[src/rtl/me_pkg.sv]
// me_pkg: shared state encoding, REF window sizes and byte-lane constants for the frame loader
package me_pkg;

    typedef enum logic [2:0] {IDLE, LOAD_CUR, LOAD_REF, GO, WAIT_CTRL} state_t;

    localparam int CUR_WORDS_DEF = 32;
    localparam int LANE_W        = 8;
    localparam int LANES         = 8;
    localparam int REF_WORDS [4] = '{64, 128, 192, 256};

endpackage

[src/rtl/me_byte_packer.sv]
// me_byte_packer: assembles 8 consecutive bytes into a 64-bit word, byte 0 in the low lane
module me_byte_packer
    import me_pkg::*;
(
    input  logic                     clk,
    input  logic                     reset,
    input  logic [LANE_W-1:0]        in_byte,
    input  logic                     valid,
    input  logic                     clear,
    output logic [LANE_W*LANES-1:0]  word,
    output logic                     word_valid
);

    logic [2:0] cnt;

    // Shift bytes in from the top so the first byte ends up in [7:0]; the full word is stable the cycle word_valid is high
    always_ff @(posedge clk) begin
        if (reset || clear) begin
            cnt        <= '0;
            word       <= '0;
            word_valid <= 1'b0;
        end else begin
            word_valid <= valid && cnt == 3'd7;
            if (valid) begin
                word <= {in_byte, word[LANE_W*LANES-1:LANE_W]};
                cnt  <= cnt + 1'b1;
            end
        end
    end

endmodule

[src/rtl/me_frame_loader.sv]
// me_frame_loader: packs a host byte stream into CUR then REF memories and pulses go to the fetch controller.
// Optional feature macro ME_LOADER_CHECKSUM_EN adds a 16-bit byte checksum output.
module me_frame_loader
    import me_pkg::*;
#(
    parameter int CUR_ADDR_W = 8,
    parameter int REF_ADDR_W = 8,
    parameter int CUR_WORDS  = CUR_WORDS_DEF
) (
    input  logic                  clk,
    input  logic                  reset,
    input  logic                  load_start,
    input  logic [1:0]            r,
    input  logic                  s_valid,
    output logic                  s_ready,
    input  logic [7:0]            s_data,
    input  logic                  s_last,
    input  logic                  ctrl_busy,
    output logic                  cur_we,
    output logic [CUR_ADDR_W-1:0] cur_waddr,
    output logic [63:0]           cur_wdata,
    output logic                  ref_we,
    output logic [REF_ADDR_W-1:0] ref_waddr,
    output logic [63:0]           ref_wdata,
    output logic                  go,
    output logic                  busy,
    output logic                  err_len
`ifdef ME_LOADER_CHECKSUM_EN
    ,
    output logic [15:0]           checksum
`endif
);

    localparam int BI_W = $clog2((CUR_WORDS + 256) * LANES + 1);

    state_t                state, next;
    logic [1:0]            r_q;
    logic [CUR_ADDR_W-1:0] cur_addr;
    logic [REF_ADDR_W:0]   ref_addr;
    logic [BI_W-1:0]       byte_idx;
    logic                  done, seen;
    logic [63:0]           pk_word;
    logic                  pk_valid;
    logic                  accept, start, final_byte, abort, last_cur, last_ref;

    // The byte index spans the whole load so s_last is judged independently of which memory the FSM is steering to
    assign accept     = s_valid && s_ready;
    assign start      = state == IDLE && load_start && !ctrl_busy;
    assign final_byte = int'(byte_idx) == (CUR_WORDS + REF_WORDS[r_q]) * LANES - 1;
    assign abort      = accept && (s_last != final_byte);
    assign last_cur   = int'(cur_addr) == CUR_WORDS - 1;
    assign last_ref   = int'(ref_addr) == REF_WORDS[r_q] - 1;

    me_byte_packer u_packer (
        .clk        (clk),
        .reset      (reset),
        .in_byte    (s_data),
        .valid      (accept),
        .clear      (abort || state == IDLE),
        .word       (pk_word),
        .word_valid (pk_valid)
    );

    // State register
    always_ff @(posedge clk) begin
        if (reset) state <= IDLE;
        else       state <= next;
    end

    // Next-state logic; a length error abandons the load from either load state
    always_comb begin
        next = state;
        case (state)
            IDLE:      next = start ? LOAD_CUR : IDLE;
            LOAD_CUR:  next = abort ? IDLE : (cur_we && last_cur) ? LOAD_REF : LOAD_CUR;
            LOAD_REF:  next = abort ? IDLE : (ref_we && last_ref) ? GO : LOAD_REF;
            GO:        next = WAIT_CTRL;
            WAIT_CTRL: next = (seen && !ctrl_busy) ? IDLE : WAIT_CTRL;
            default:   next = IDLE;
        endcase
    end

    // Outputs; a finished packer word goes to whichever memory the current state owns
    always_comb begin
        s_ready   = (state == LOAD_CUR || state == LOAD_REF) && !done;
        cur_we    = pk_valid && state == LOAD_CUR;
        ref_we    = pk_valid && state == LOAD_REF;
        cur_waddr = cur_addr;
        ref_waddr = ref_addr[REF_ADDR_W-1:0];
        cur_wdata = pk_word;
        ref_wdata = pk_word;
        go        = state == GO;
        busy      = state != IDLE;
    end

    // Load bookkeeping: range latch, post-increment addresses, byte position, sticky length error
    always_ff @(posedge clk) begin
        if (reset) begin
            r_q      <= '0;
            cur_addr <= '0;
            ref_addr <= '0;
            byte_idx <= '0;
            done     <= 1'b0;
            err_len  <= 1'b0;
        end else if (start) begin
            r_q      <= r;
            cur_addr <= '0;
            ref_addr <= '0;
            byte_idx <= '0;
            done     <= 1'b0;
            err_len  <= 1'b0;
        end else begin
            if (accept) byte_idx <= byte_idx + 1'b1;
            if (accept && final_byte) done <= 1'b1;
            if (abort) err_len <= 1'b1;
            if (cur_we) cur_addr <= cur_addr + 1'b1;
            if (ref_we) ref_addr <= ref_addr + 1'b1;
        end
    end

    // Remember whether the controller has raised busy since go, so WAIT_CTRL leaves only on its falling edge
    always_ff @(posedge clk) begin
        if (reset) seen <= 1'b0;
        else       seen <= state == GO ? ctrl_busy : state == WAIT_CTRL ? (seen || ctrl_busy) : 1'b0;
    end

`ifdef ME_LOADER_CHECKSUM_EN
    // Running byte sum for the current load; naturally holds once streaming stops
    always_ff @(posedge clk) begin
        if (reset || start) checksum <= '0;
        else if (accept)    checksum <= checksum + {8'd0, s_data};
    end
`endif

endmodule

[config.mk]
export PLATFORM = sky130hd
export DESIGN_NAME = me_frame_loader
export DESIGN_NICKNAME = d
export VERILOG_FILES = /design/src/rtl/me_pkg.sv /design/src/rtl/me_byte_packer.sv /design/src/rtl/me_frame_loader.sv
export SDC_FILE = /design/constraint.sdc
export NUM_CORES = 1
export LEC_CHECK = 0
export ABC_AREA = 1
export CORE_UTILIZATION = 40
export DETAILED_ROUTE_END_ITERATION = 7
export HOLD_SLACK_MARGIN = 0.06
export PLACE_DENSITY_LB_ADDON = 0.1
export SETUP_SLACK_MARGIN = 0.3
export SLEW_MARGIN = 10
export SYNTH_ARGS = -nofsm -noshare
export SYNTH_HDL_FRONTEND = slang
export SYNTH_SLANG_ARGS = --single-unit
[constraint.sdc]
create_clock -name clk -period 1.8 [get_ports clk]
set_clock_uncertainty 0.2 [all_clocks]
set_input_delay 0.36 -clock clk [delete_from_list [all_inputs] [get_ports clk]]
set_output_delay 0.36 -clock clk [all_outputs]
set_load 0.01 [all_outputs]
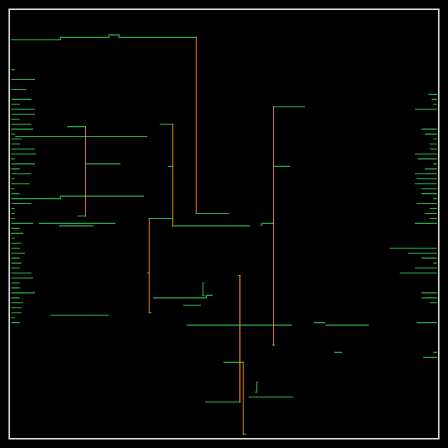
(run_1/wires.png)
Only two layers are drawn.
Key: metal 4 = orange [wire length 246 microns]; metal 3 = green [wire length 638 microns]
post-detailed-routing wire length: 15500 microns
final routed wire length divided by cell count: 13.9 microns
GR Util All Layers: 21.1%
total via count after detailed routing: 5094

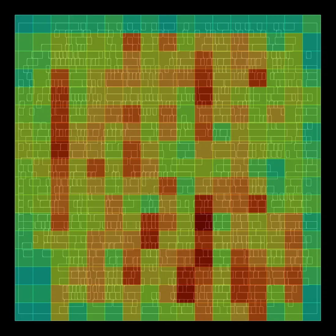
(run_1/congestion.png)
Global Route met1 Usage: 26.1%
met2 track demand over resource: 37.3%
met3 track demand over resource in global routing: 3.06%
busiest layer in global routing: met2
Final Core Density: 64.6%

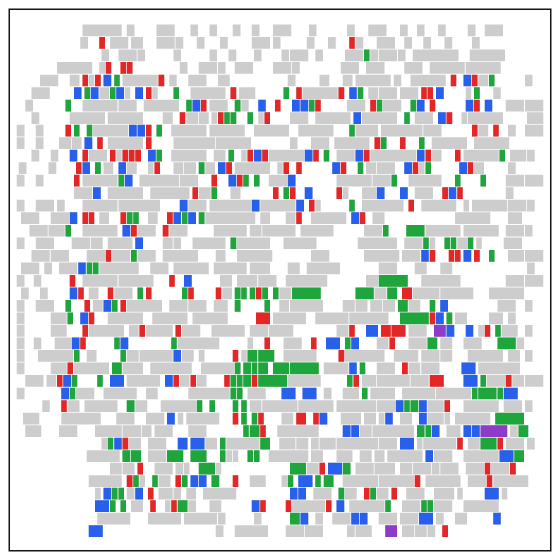
(run_1/logic_types.png)
Key: NAND gates = green [cells 159, most used nand2_1, where spread over the die]; inverters = red [cells 142, most used inv_1, where spread over the die]; inverting AOI/OAI gates = blue [cells 111, most used o21ai_0, where spread over the die]; AND-OR and OR-AND gates = purple [cells 3, most used o21a_1]
commonest non-fill, non-tap cell in the layout: inv_1
number of non-filler instances in the completed layout: 1117
proportion of cell area occupied by multi-input gates: 29.3%

==> out/results.md, run 1 <==
| Group | Result | Value |
|:---|:---|:---|
| worst setup path | Worst R2R Start | r_q[1] |
| status | Violations in the final reports | setup timing |
| final layout | Fraction of layout instances using a drive strength above 1 | 52.0% |
| floorplanning | Area of the core | 12800 sq um |
| floorplanning | Y dimension of the die | 117 microns |
| power and ir drop | Power drawn by the combinational cells | 0.442 mW |
| worst setup path | Max incr delay on CP | 360 ps |
| timing | Final TNS setup | -8120 ps |
| final layout | Net count of the finished layout | 964 |
| yosys | Post-Synthesis Mean Instance Area | 7.18 sq um |
| timing | Finish-stage setup viols | 74 |
| power and ir drop | Leakage power total | 3.39 nW |
| floorplanning | Die Width | 117 microns |
| power and ir drop | Clock network power | 2.06 mW |
| final layout | Filler Cell Count | 1113 |
| worst setup path | Crit end category | flop |
| final layout | Area used by multi-input combinational logic | 2420 sq um |
| power and ir drop | Int Power | 3.67 mW |
| timing | PnR worst setup slack | -142 ps |
| power and ir drop | Part of the power in registers | 48.1% |
| yosys | Number of cells in the yosys synthesis report | 741 |
| floorplanning | Number of rows in the core area | 41 |
| timing | Max-slew violation count | 0 |
| detailed routing | DR vias/cell | 4.56 |
| yosys | Combined area of all synthesized cells | 5320 sq um |
| cts | H-tree depth reported by CTS | 3 |
| yosys | Yosys Chip Area | 5320 sq um |
| power and ir drop | Clock share of power | 42.7% |
| power and ir drop | Net Sw Frac | 24.0% |
| worst setup path | Critical Path RT | 1880 ps |
| worst setup path | Cell at the slowest stage of the critical path | dfxtp_2 |
| job | Tool Warnings | 32 |
| detailed routing | Number of detailed-routing iterations run before antenna repair | 4 |
| status | Result of the run | finished with violations |
| power and ir drop | Worst supply voltage drop on vdd | 0.000431 V |
| worst setup path | Start-to-end type of the worst setup path | flop to flop |
| final layout | Final antenna diode count | 0 |
| timing | Peak clock frequency supported by timing | 515 MHz |
| power and ir drop | Power dissipated in sequential cells | 2.32 mW |
| final layout | Syn-to-layout area delta | 55.0% |
| grt | Number of global-route vias before repair | 4866 |
| worst hold path | Class of the tightest hold or removal check | flop to flop |
| timing | Final Hold Violating Endpoints | 0 |
| yosys | Synth Net Count | 765 |
[run 1: final cells by class]
cell class / instances / share of cell area [%]
clock buffer: 10 / 2.90
timing repair buffer: 283 / 30.5
tap: 172 / 2.61
inverter: 142 / 6.74
clock inverter: 6 / 0.895
multi-input combinational: 399 / 29.3
sequential: 105 / 27.1
[run 1: state kept, by name, summed over array words and instances, names as in the netlist]
| register | count |
|---|---|
| cur_waddr | 8 |
| byte_idx | 12 |
| done | 1 |
| r_q | 2 |
| u_packer.word_valid | 1 |
| err_len | 1 |
| ref_addr | 9 |
| seen | 1 |
| u_packer.word | 64 |
| u_packer.cnt | 3 |
| state | 3 |
[run 1: critical path, delay by kind of cell (launching register included)]
| kind | cells | cell delay (ps) |
|---|---|---|
| simple gates | 8 | 650 |
| buf+inv | 4 | 410 |
| flops | 1 | 360 |
| fa+ha+maj | 1 | 240 |
[run 1: through the flow]
stage          worst slack [ps]  total power [mW]  hold WS, ps  cell area [sq um]
2_1_floorplan             -31.8              2.56          222               5370
3_3_place_gp               -163              2.69          238               6910
3_5_place_dp               -185              2.69          249               6910
4_1_cts                    -140              4.77          260               8000
5_1_grt                    -282              5.01          279               8250
6_report                   -142              4.83          249               8250
[run 1: per-layer routing]
layer  track usage, %  vias up  routed length, microns
li1                 -     2586                       -
met1             26.1     2359                    6610
met5                0        -                       0
met4             6.74        0                     246
met2             37.3      129                    7990
met3             3.06       20                     637
[run 1: timing repair]
| item | in CTS | in global routing |
|---|---|---|
| gates resized | 613 | 212 |
| setup buffers | 43 | 34 |
| gates cloned | 3 | 3 |
| endpoints found under the setup margin | 249 | 218 |
| pin swaps | 16 | 34 |
[run 1: worst paths after layout]
kind / end / slack, ps / cells past startpoint
min: cur_waddr[3] / 250 / 1
max reg2reg: u_packer.word[63] / -140 / 13
max: u_packer.word[63] / -140 / 13
min reg2reg: cur_waddr[3] / 250 / 1
[run 1: placed cells by master, fill, tap and decap left out, types with 28 or more instances in the layout]
| master | synthesis | routed |
|---|---|---|
| o21ai_0 | 69 | 56 |
| nor2_2 | 14 | 36 |
| nor2_1 | 74 | 37 |
| inv_1 | 133 | 130 |
| nor2_4 | 12 | 28 |
| buf_2 | 15 | 71 |
| clkdlybuf4s15_2 | 0 | 28 |
| dfxtp_2 | 0 | 71 |
| buf_4 | 72 | 56 |
| buf_6 | 3 | 64 |
| nand2_1 | 130 | 120 |
[run 1: logic make-up (layout without fill, tap and decap cells)]
family,after synthesis,count (layout),synth area share [%]
compound gates,114,114,11.0
xor+xnor,4,4,0.659
buf+inv,238,441,23.4
flops,105,105,39.5
simple gates,272,273,23.6
fa+ha+maj,8,8,1.88
[run 1: cell usage after synthesis]
master and count:
nand4_1 6, clkbuf_1 3, nor3b_1 1, o21a_1 2, nand3_4 2, nor2_1 74, buf_8 2, o21ai_0 69
a31oi_1 1, buf_2 15, buf_6 3, nand2_1 130, inv_2 9, o21ba_2 1, nand2_2 2, o21ai_1 10
nor2_2 14, nor2_4 12, dfxtp_1 105, nand3_1 16, and3_1 2, o211ai_1 1, a21oi_1 30, ha_1 8
buf_4 72, inv_1 133, nand3_2 3, nor3_1 10, xor2_1 4, buf_12 1
==> run 2, diff against run 1 <==
--- a/config.mk
+++ b/config.mk
@@ -6,6 +6,7 @@
 export NUM_CORES = 1
 export LEC_CHECK = 0
 export ABC_AREA = 1
+export CORE_ASPECT_RATIO = 0.75
 export CORE_UTILIZATION = 40
 export DETAILED_ROUTE_END_ITERATION = 7
 export HOLD_SLACK_MARGIN = 0.06
==> constraint.sdc (replaced) <==
create_clock -name clk -period 1.7 [get_ports clk]
set_clock_uncertainty 0.2 [all_clocks]
set_input_delay 0.34 -clock clk [delete_from_list [all_inputs] [get_ports clk]]
set_output_delay 0.34 -clock clk [all_outputs]
set_load 0.01 [all_outputs]
==> out/results.md, run 2 <==
| Group | Result | Value | Delta |
|:---|:---|:---|:---|
| status | Result of the run | finished with violations |  |
| status | Violations in the final reports | setup timing |  |
| placed design | Post-DP HPWL | 9200 microns |  |
| cts | Longest Clk Path Bufs | 2 |  |
| worst setup path | Number of cell instances on the worst register-to-register path | 13 | unchanged |
| detailed routing | Post-detailed-routing wire length | 16000 microns | +3.3% |
| worst hold path | Class of the tightest hold or removal check | flop to flop |  |
| floorplanning | Area of the core | 13000 sq um | +1.6% |
| floorplanning | Die Width | 135 microns | +15% |
| power and ir drop | Final Total Pwr | 5.09 mW | +5.4% |
| final layout | Net count of the finished layout | 1030 | +6.8% |
| grt | First-pass GRT wire length | 23500 microns |  |
| worst setup path | Crit end category | flop |  |
| detailed routing | Detail Route Antenna Nets | 0 |  |
| detailed routing | Total via count after detailed routing | 5366 | +5.3% |
| final layout | Register with the most flip-flops | u_packer.word |  |
| cts | TritonCTS Buffers | 9 |  |
| final layout | Number of flip-flops under the largest register name | 64 | unchanged |
| floorplanning | Chip Area | 13800 sq um |  |
| final layout | Final antenna diode count | 0 | unchanged |
| timing | Final Hold Violating Endpoints | 0 | unchanged |
| yosys | Number of cells in the yosys synthesis report | 741 | unchanged |
| placed design | Placed Instance Area | 7090 sq um | +2.6% |
| final layout | Syn-to-layout area delta | 66.3% |  |
| timing | Finish-stage setup viols | 103 | +39% |
| placed design | Inst Count DP | 1038 |  |
| yosys | Synth Seq Share | 39.5% |  |
| placed design | Pre-CTS worst setup slack | -369 ps | -184 ps |
| cts | Post-cts hold buffer count | 0 |  |
| yosys | Yosys Chip Area | 5320 sq um | unchanged |
| cts | CTS tree | yes |  |
| yosys | Number of flops mapped to enable cells by yosys | 0 | unchanged |
| yosys | Dominant cell type by area after synthesis | dfxtp_1 |  |
| floorplanning | Y dimension of the die | 102 microns | -13% |
| timing | Ratio of final minimum period to clock period | 116% |  |
| worst setup path | Flop-to-flop setup slack | -270 ps | -130 ps |
| timing | Worst slew margin relative to its limit | 76.6% |  |
| timing | PnR worst setup slack | -271 ps | -130 ps |
| worst setup path | Sort of element at the start of the critical path | flop |  |
| timing | Peak clock frequency supported by timing | 507 MHz | -1.5% |
| floorplanning | Number of rows in the core area | 36 | -12% |
| final layout | Number of non-filler instances in the completed layout | 1182 | +5.8% |
| final layout | Commonest non-fill, non-tap cell in the layout | inv_1 |  |
| timing | Post-route minimum period | 1970 ps |  |
| timing | Max-slew violation count | 0 | unchanged |
| yosys | Synth Net Count | 765 | unchanged |
| power and ir drop | Worst supply voltage drop on vdd | 0.000537 V | +25% |
| worst setup path | Critical Path RT | 1780 ps | -100 ps |
| grt | GR Util All Layers | 21.8% | +0.76 points |
| cts | H-tree depth reported by CTS | 3 | unchanged |
| job | Tool Warnings | 32 | unchanged |
| timing | RSZ-0062 raised after global routing | true |  |
| final layout | Commonest non-fill, non-tap cells in the layout | inv_1, buf_6, nand2_1, buf_4, buf_2 |  |
| final layout | Fraction of layout instances using a drive strength above 1 | 56.0% | +4.0 points |
| worst hold path | Worst hold stages | 2 | +1 |
| worst setup path | Capture point of the worst reg-to-reg path | u_packer.word[25] |  |
| yosys | Cells after Synth | 741 |  |
| yosys | Post-Synthesis Mean Instance Area | 7.18 sq um | unchanged |
| worst setup path | Worst R2R Start | r_q[1] |  |
| power and ir drop | Power per standard cell area | 575 nW/um^2 |  |
| power and ir drop | Leakage power total | 3.84 nW | +13% |
| yosys | Top cells by area, synth | dfxtp_1, buf_4, inv_1 |  |
| worst setup path | Start-to-end type of the worst setup path | flop to flop |  |
| cts | Number of sinks driven by the clock tree | 105 |  |
| timing | Worst slew pin tran | 348 ps |  |
| grt | Gr ovfl total | 0 |  |
| detailed routing | DR vias/cell | 4.54 | -0.45% |
| yosys | Synth async-reset ratio | 0% | unchanged |
| final layout | Cell area after layout | 8840 sq um | +7.3% |
| detailed routing | Final routed wire length divided by cell count | 13.5 microns | -2.4% |
| yosys | Top FF cell, synth | dfxtp_1 |  |
| final layout | Top flop regs | u_packer.word: 64 flops, byte_idx: 12 flops, ref_addr: 9 flops |  |
| yosys | Flip-flop and latch count after synthesis | 105 |  |
| yosys | Synth cell count leaders | inv_1, nand2_1, dfxtp_1, nor2_1, buf_4 |  |
| final layout | Filler Cell Count | 1045 | -6.1% |
| worst setup path | Largest fanout on the critical path | 9 |  |
| worst hold path | Hold path startpoint | err_len |  |
| yosys | Count leader, synth | inv_1 |  |
| worst setup path | Launch point of the worst path | r_q[1] |  |
| grt | Number of global-route vias before repair | 4833 | -0.68% |
| yosys | Combined area of all synthesized cells | 5320 sq um | unchanged |
| detailed routing | Initial DRC Count | 242 |  |
| detailed routing | Number of detailed-routing iterations run before antenna repair | 4 | unchanged |
| yosys | Count of warnings emitted by yosys | 0 |  |
| grt | Initial antenna violation count | 0 |  |
| grt | Largest net degree at the start of global routing | 42 |  |
| worst hold path | Hold Path Sink | err_len |  |
==> run 2: area by class of cell <==
| cell class | instances | area, sq um | area share, % |
|---|---|---|---|
| Multi-Input combinational cell | 400 | 2450 | 27.7 |
| Inverter | 142 | 553 | 6.25 |
| Tap cell | 171 | 214 | 2.42 |
| Clock inverter | 6 | 72.6 | 0.820 |
| Clock buffer | 10 | 229 | 2.59 |
| Timing Repair Buffer | 347 | 3060 | 34.6 |
| Sequential cell | 105 | 2250 | 25.4 |
| Timing Repair inverter | 1 | 16.3 | 0.184 |
==> run 2: worst max-delay path: stages, from the launching register on <==
cell	delay [ps]
dfxtp_2	360
inv_2	50
ha_4	240
inv_2	60
nand2_2	40
nand2_1	50
nand2_1	60
nor2_2	120
nand3_2	100
nand3_4	110
nand3_4	80
buf_12	170
clkbuf_16	160
nor2_1	90
==> run 2: cells by family (layout without fill, tap and decap cells) <==
| kind of cell | Yosys count | count (layout) | synth area share [%] |
|---|---|---|---|
| and+or+nand+nor | 272 | 274 | 23.6 |
| xor gates and xnor gates | 4 | 4 | 0.659 |
| adders and majority gates | 8 | 8 | 1.88 |
| DFF | 105 | 105 | 39.5 |
| AOI/OAI and AO/OA | 114 | 114 | 11.0 |
| buffers and inverters | 238 | 506 | 23.4 |
==> run 2: worst max path at each step <==
stage / end
2_1_floorplan: u_packer.word[48]
3_3_place_gp: byte_idx[9]
3_5_place_dp: byte_idx[9]
4_1_cts: u_packer.word[1]
5_1_grt: u_packer.word[25]
6_report: u_packer.word[25]
==> run 2: through the flow <==
stage               TNS [ps]  hold slack [ps]
floorplan              -3690              199
global placement      -21940              241
detailed placement    -24750              243
CTS                   -18070              256
global route          -28490              284
finish                -19580              259
==> run 2: what timing repair did <==
action	CTS	global route
pin swaps	18	24
setup endpoints to repair	253	162
setup buffers	96	23
gates cloned	5	4
resized	855	93
==> run 2: power by group <==
| part | internal (mW) | total [mW] | switching [mW] | leakage, nW |
|---|---|---|---|---|
| sequential | 2.44 | 2.45 | 0.0101 | 0.894 |
| clock | 1.16 | 2.14 | 0.980 | 0.144 |
| combinational | 0.239 | 0.491 | 0.251 | 2.80 |
| total | 3.85 | 5.09 | 1.24 | 3.84 |
==> run 2: metal layers <==
layer / up-vias / track usage, % / part of all wire (%)
met2: 150 / 36.1 / 47
met3: 22 / 4.07 / 4.7
li1: 2715 / - / -
met4: 0 / 5.88 / 1.3
met1: 2479 / 29.3 / 47
met5: - / 0 / 0
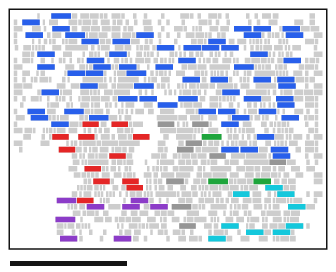
(run_2/flops_by_reg.png)
Scale bar: 50 microns. Other sequential cells in the stronger gray, the rest of the logic in the fainter gray.
Key: `u_packer.word` = blue [sequential cells 64]; `cur_waddr` = purple [sequential cells 8]; `state` = green [sequential cells 3]; `ref_addr` = cyan [sequential cells 9, where south-east]; `byte_idx` = red [sequential cells 12, where west]
Another 9 sequential cells are not colored.
combined flip-flop and latch cell area: 2250 sq um
fraction of area in registers: 25.4%
power dissipated in sequential cells: 2.45 mW
Final Core Density: 68.2%

==> run_2/logic_types.png <==
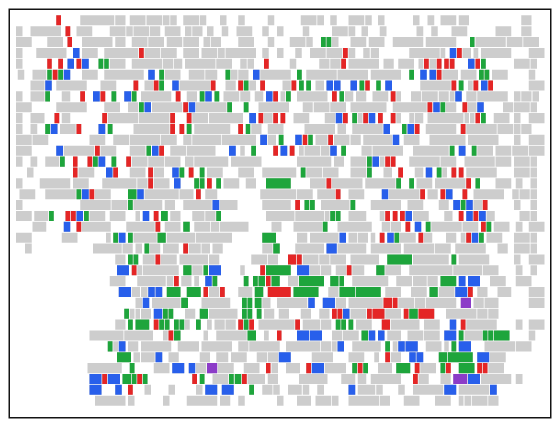

==> run 3, diff against run 2 <==
--- a/config.mk
+++ b/config.mk
@@ -12,6 +12,7 @@
 export HOLD_SLACK_MARGIN = 0.06
 export PLACE_DENSITY_LB_ADDON = 0.1
 export SETUP_SLACK_MARGIN = 0.3
+export SKIP_LAST_GASP = 1
 export SLEW_MARGIN = 10
 export SYNTH_ARGS = -nofsm -noshare
 export SYNTH_HDL_FRONTEND = slang
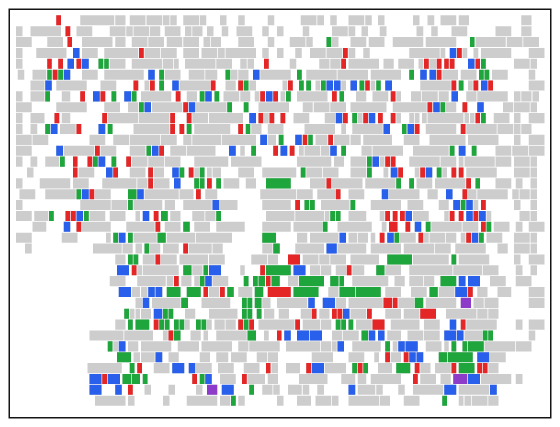
(run_3/logic_types.png)
Key: inverters = red [cells 143, most used inv_1, where spread over the die]; inverting AOI/OAI gates = blue [cells 111, most used o21ai_0, where spread over the die]; NAND gates = green [cells 160, most used nand2_1, where spread over the die]; AND-OR and OR-AND gates = purple [cells 3, most used o21a_1]
proportion of cell area occupied by multi-input gates: 27.1%
number of non-filler instances in the completed layout: 1183

==> out/results.md, run 3 <==
| Group | Result | Value | Delta |
|:---|:---|:---|:---|
| detailed routing | Final routed wire length divided by cell count | 13.5 microns | -0.37% |
| power and ir drop | Power per standard cell area | 577 nW/um^2 | +0.27% |
| timing | Final Hold Violating Endpoints | 0 | unchanged |
| grt | Number of global-route vias before repair | 4833 | unchanged |
| cts | H-tree depth reported by CTS | 3 | unchanged |
| final layout | Commonest non-fill, non-tap cells in the layout | inv_1, buf_6, nand2_1, buf_2, buf_4 |  |
| yosys | Flip-flop and latch count after synthesis | 105 | unchanged |
| placed design | Inst Count DP | 1038 | unchanged |
| final layout | Top flop regs | u_packer.word: 64 flops, byte_idx: 12 flops, ref_addr: 9 flops |  |
| status | Violations in the final reports | setup timing |  |
| worst setup path | Largest fanout on the critical path | 9 | unchanged |
| timing | Worst slew margin relative to its limit | 76.8% | +0.19 points |
| worst setup path | Max incr delay on CP | 350 ps | about the same |
| status | Result of the run | finished with violations |  |
| yosys | Dominant cell type by area after synthesis | dfxtp_1 |  |
| timing | PnR worst setup slack | -271 ps | +0.907 ps |
| yosys | Synth Seq Share | 39.5% | unchanged |
| cts | Post-cts hold buffer count | 0 | unchanged |
| final layout | Number of flip-flops under the largest register name | 64 | unchanged |
| timing | RSZ-0062 raised after global routing | true |  |
| cts | CTS tree | yes |  |
| timing | Final TNS setup | -19450 ps | +131 ps |
| worst setup path | Cell at the slowest stage of the critical path | dfxtp_2 |  |
| timing | Finish-stage setup viols | 103 | unchanged |
| detailed routing | Detailed-routed wire length on met2 | 7510 microns | -0.63% |
| worst setup path | Worst path top cell family by delay | simple AND/OR/NAND/NOR gates |  |
| worst setup path | Worst Path Buf+Inv | 4 | unchanged |
| floorplanning | Y dimension of the die | 102 microns | unchanged |
| power and ir drop | Leakage power total | 3.85 nW | +0.36% |
| worst setup path | Crit-path cells | inv_2, ha_4, inv_2, nand2_2, nand2_1, nand2_1, nor2_2, nand3_2, nand3_4, nand3_4, buf_12, clkbuf_16, nor2_1 |  |
| cts | Number of sinks driven by the clock tree | 105 | unchanged |
| grt | Gr ovfl total | 0 | unchanged |
| yosys | Number of cells in the yosys synthesis report | 741 | unchanged |
| detailed routing | Met3 routed WL | 705 microns | -6.5% |
| grt | Initial antenna violation count | 0 | unchanged |
| detailed routing | Post-detailed-routing wire length | 16000 microns | -0.28% |
-- run 3: timing repair --
item                                    in CTS  in global routing
pin swaps                                   17                 25
resized                                    841                 88
endpoints found under the setup margin     253                162
buffers inserted                            96                 24
cloned                                       5                  4
-- run 3: final cells by class --
class                      instances  area share (%)
timing repair buffer             348            35.1
tap                              171            2.43
sequential                       105            25.5
clock buffer                      10            2.60
clock inverter                     6           0.823
multi-input combinational        400            27.1
timing repair inverter             1           0.185
inverter                         142            6.30
-- run 3: layer usage --
layer / GRT usage [%] / vias to the layer above
met5: 0 / -
met1: 29.2 / 2474
li1: - / 2722
met3: 4.07 / 20
met2: 36.2 / 134
met4: 5.88 / 0
-- run 3: report_power, final --
part	switching [mW]	internal [mW]	total, mW
clock	0.979	1.16	2.14
combinational	0.246	0.241	0.487
sequential	0.00983	2.44	2.45
total	1.24	3.85	5.08
-- run 3: kinds of logic (layout without fill, tap and decap cells) --
kind of cell,after synthesis,after routing,share of synthesized area (%)
xor gates and xnor gates,4,4,0.659
DFF,105,105,39.5
and+or+nand+nor,272,274,23.6
buffers and inverters,238,507,23.4
AOI/OAI and AO/OA,114,114,11.0
adders and majority gates,8,8,1.88
-- run 3: metrics by stage --
step | setup slack [ps] | power, mW | hold WS [ps]
2_1_floorplan | -131 | 2.72 | 199
3_3_place_gp | -364 | 2.85 | 241
3_5_place_dp | -369 | 2.85 | 243
4_1_cts | -271 | 5.02 | 256
5_1_grt | -367 | 5.25 | 285
6_report | -271 | 5.08 | 260
-- run 3: tightest hold or removal path, stage by stage (launching register included) --
cell,delay [ps]
dfxtp_1,320
inv_1,60
a21oi_2,40
-- run 3: worst paths after layout --
path / startpoint / to / depth (start not counted) / slack (ps)
setup / recovery: r_q[1] / u_packer.word[25] / 13 / -270
hold / removal: err_len / err_len / 2 / 260
setup reg to reg: r_q[1] / u_packer.word[25] / 13 / -270
hold reg to reg: err_len / err_len / 2 / 260
No activity file was given, so power comes from the tool's default toggle rates.
